## config.mk

```make
export PLATFORM = sky130hd
export DESIGN_NAME = arb_req_agent
export DESIGN_NICKNAME = d
export VERILOG_FILES = /design/src/rtl/arb_req_agent.sv
export SDC_FILE = /design/constraint.sdc
export NUM_CORES = 1
export LEC_CHECK = 0
export ABC_AREA = 1
export CORE_ASPECT_RATIO = 1.25
export CORE_MARGIN = 4
export CORE_UTILIZATION = 56
export CTS_CLUSTER_DIAMETER = 60
export CTS_CLUSTER_SIZE = 14
export DETAILED_ROUTE_END_ITERATION = 8
export PLACE_DENSITY = 0.95
export SLEW_MARGIN = 20
export SYNTH_ARGS = -nofsm -noshare
export SYNTH_HDL_FRONTEND = slang
export SYNTH_SLANG_ARGS = --single-unit
```

## constraint.sdc

```tcl
create_clock -name clk -period 5 [get_ports clk]
set_input_delay 1 -clock clk [delete_from_list [all_inputs] [get_ports clk]]
set_output_delay 1 -clock clk [all_outputs]
set_load 0.1 [all_outputs]
```

## src/rtl/arb_req_agent.sv

```systemverilog
// arb_req_agent: per-channel pending-request counters that feed a round-robin arbiter and turn grants into launch pulses.
// Optional per-channel starvation detection is compiled in when ARB_REQ_AGENT_STARVE_EN is defined.
module arb_req_agent #(
    parameter int N          = 4,
    parameter int DEPTH      = 8,
    parameter int STARVE_CYC = 16
) (
    input  logic         clk,
    input  logic         rst_n,
    input  logic [N-1:0] push,
    output logic [N-1:0] full,
    output logic [N-1:0] req,
    input  logic [N-1:0] grant,
    output logic [N-1:0] launch,
    output logic         pend_any,
    output logic         err,
    output logic [N-1:0] starve,
    input  logic         clr_flags
);
    localparam int CW = $clog2(DEPTH + 1);
    localparam logic [CW-1:0] CNT_MAX = CW'(DEPTH);

    if (DEPTH < 1 || STARVE_CYC < 1) begin : g_param_check
        $error("arb_req_agent: DEPTH and STARVE_CYC must be >= 1");
    end

    logic [CW-1:0] cnt [N];
    logic [N-1:0]  acc;
    logic [N-1:0]  pv;
    logic          err_evt;

    // A push into a full channel is still taken when that channel is accepted in the same cycle.
    always_comb begin
        for (int i = 0; i < N; i++) begin
            req[i]  = (cnt[i] != '0);
            full[i] = (cnt[i] == CNT_MAX);
        end
        acc      = grant & req;
        pv       = push & (~full | acc);
        launch   = acc;
        pend_any = |req;
        err_evt  = (|(push & ~pv)) | (|(grant & ~req));
    end

    always_ff @(posedge clk or negedge rst_n) begin
        if (!rst_n) begin
            for (int i = 0; i < N; i++) begin
                cnt[i] <= '0;
            end
        end else begin
            for (int i = 0; i < N; i++) begin
                if (pv[i] && !acc[i]) begin
                    cnt[i] <= cnt[i] + 1'b1;
                end else if (acc[i] && !pv[i]) begin
                    cnt[i] <= cnt[i] - 1'b1;
                end
            end
        end
    end

    // A new error event wins over a coincident clear.
    always_ff @(posedge clk or negedge rst_n) begin
        if (!rst_n) begin
            err <= 1'b0;
        end else if (err_evt) begin
            err <= 1'b1;
        end else if (clr_flags) begin
            err <= 1'b0;
        end
    end

`ifdef ARB_REQ_AGENT_STARVE_EN
    localparam int WW = $clog2(STARVE_CYC + 1);
    localparam logic [WW-1:0] WC_SAT  = WW'(STARVE_CYC);
    localparam logic [WW-1:0] WC_LAST = WW'(STARVE_CYC - 1);

    logic [WW-1:0] wc [N];
    logic [N-1:0]  waiting;
    logic [N-1:0]  starve_evt;

    // The flag fires on the edge where the wait count reaches saturation, and again while it stays there.
    always_comb begin
        waiting = req & ~acc;
        for (int i = 0; i < N; i++) begin
            starve_evt[i] = waiting[i] && (wc[i] >= WC_LAST);
        end
    end

    always_ff @(posedge clk or negedge rst_n) begin
        if (!rst_n) begin
            for (int i = 0; i < N; i++) begin
                wc[i] <= '0;
            end
            starve <= '0;
        end else begin
            for (int i = 0; i < N; i++) begin
                if (!waiting[i]) begin
                    wc[i] <= '0;
                end else if (wc[i] != WC_SAT) begin
                    wc[i] <= wc[i] + 1'b1;
                end
                if (starve_evt[i]) begin
                    starve[i] <= 1'b1;
                end else if (clr_flags) begin
                    starve[i] <= 1'b0;
                end
            end
        end
    end
`else
    assign starve = '0;
`endif

endmodule

```

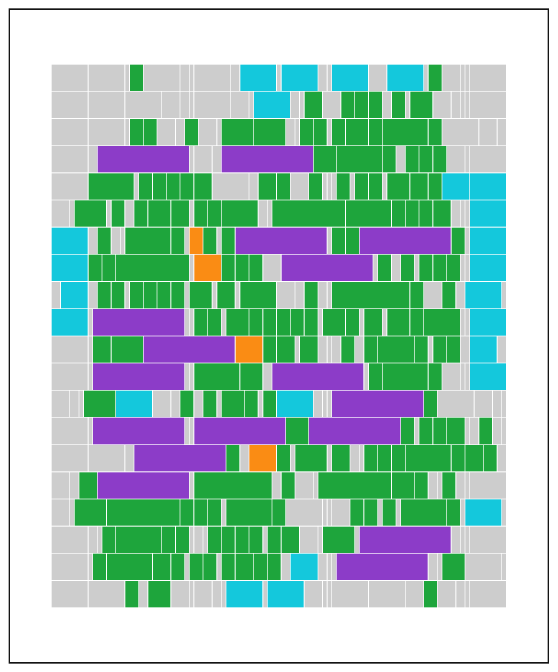
*Cells colored by class*
Fill, decap, tap and diode cells in gray.
| class | color | cells |
|---|---|---|
| clock drivers and dummy loads | orange | 4 |
| remaining buffers and delay cells | cyan | 24 |
| combinational and other logic | green | 185 |
| sequential cells | purple | 17 |

==> notes.md <==
yosys + openroad results -> outcome finished clean, GRT met2 Usage 0.323, Hold Path Cell Cnt 1, hold_ws 0.572 ns, ys async rst share 1.00, Final clock-cell share 0.0150, flop share of the area 0.243, Tmin final 3.33 ns, CTS tree built, worst min-delay path class flop to flop, Non-clock buffers 24, final setup fails 0, total grt overflow 0, flop-to-flop setup slack 2.73 ns, EDFF count, synth 0, synthesized area per cell 7.24 um2, slowest stage cell on the critical path clkdlybuf4s50_1, Logic family by area simple AND/OR/NAND/NOR gates, Worst Path Required around 4 ns, Main area contributors dfrtp_1, nand2_1, ha_1, inv_1, fa_1, met2 wire length around 1600 um, first-pass GRT wire length around 4900 um, Worst Skew 0.00593 ns, placed insts ~260, DP Worst Slack 1.93 ns, Log Warnings 26, RSZ-0062 raised after global routing false, area grow syn2layout 19.0%, crit end category primary output, comb_multi_in 152, clk_lat worst skew 0.29 ns, fmax 0.300 GHz, Core Area around 2500 um2, CP max stage delay 1.17 ns, Comb gate area 901 um2, Synth top cell by count nand2_1, layout clock buffer count 4, most instantiated logic cells after routing nand2_1, inv_1, clkdlybuf4s50_1, main flop type dfrtp_1, Horiz. Die Dim 53.8 um, HPWL after DPL 2490 um, Finished Layout Cells 263, first drt pass iteration count 4, Max Slew Vio Count 0, worst-case reg-to-reg path depth 14, Vias per Instance between 5 and 6, n_diodes 0, # Cells Yosys about 200, Crit. Startpoint cnt[5]$_DFFE_PN0P_, Final WS setup 1.67 ns, Adder Area Share 0.157, met3 WL approximately 130 um, worst hold endpoint cnt[12]$_DFFE_PN0P_, Top cell excl fill/tap nand2_1, XOR Share, Synth 0.0477, Tapcells 33, # rows 20
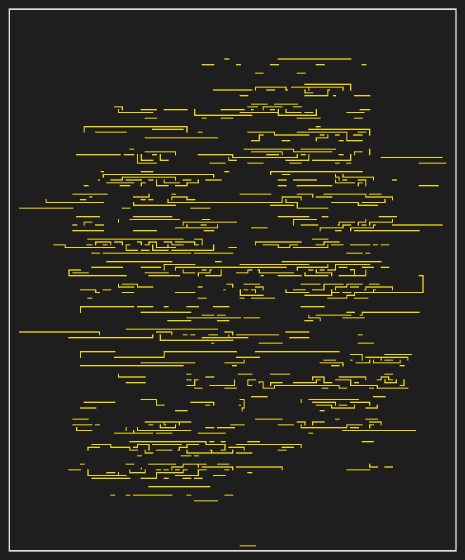
*The metal 1 layer*
main direction: horizontal
nets with wire on the layer: 237
share of all routed wire: 42%
vias: 1328
M1 GR Usage: 0.223

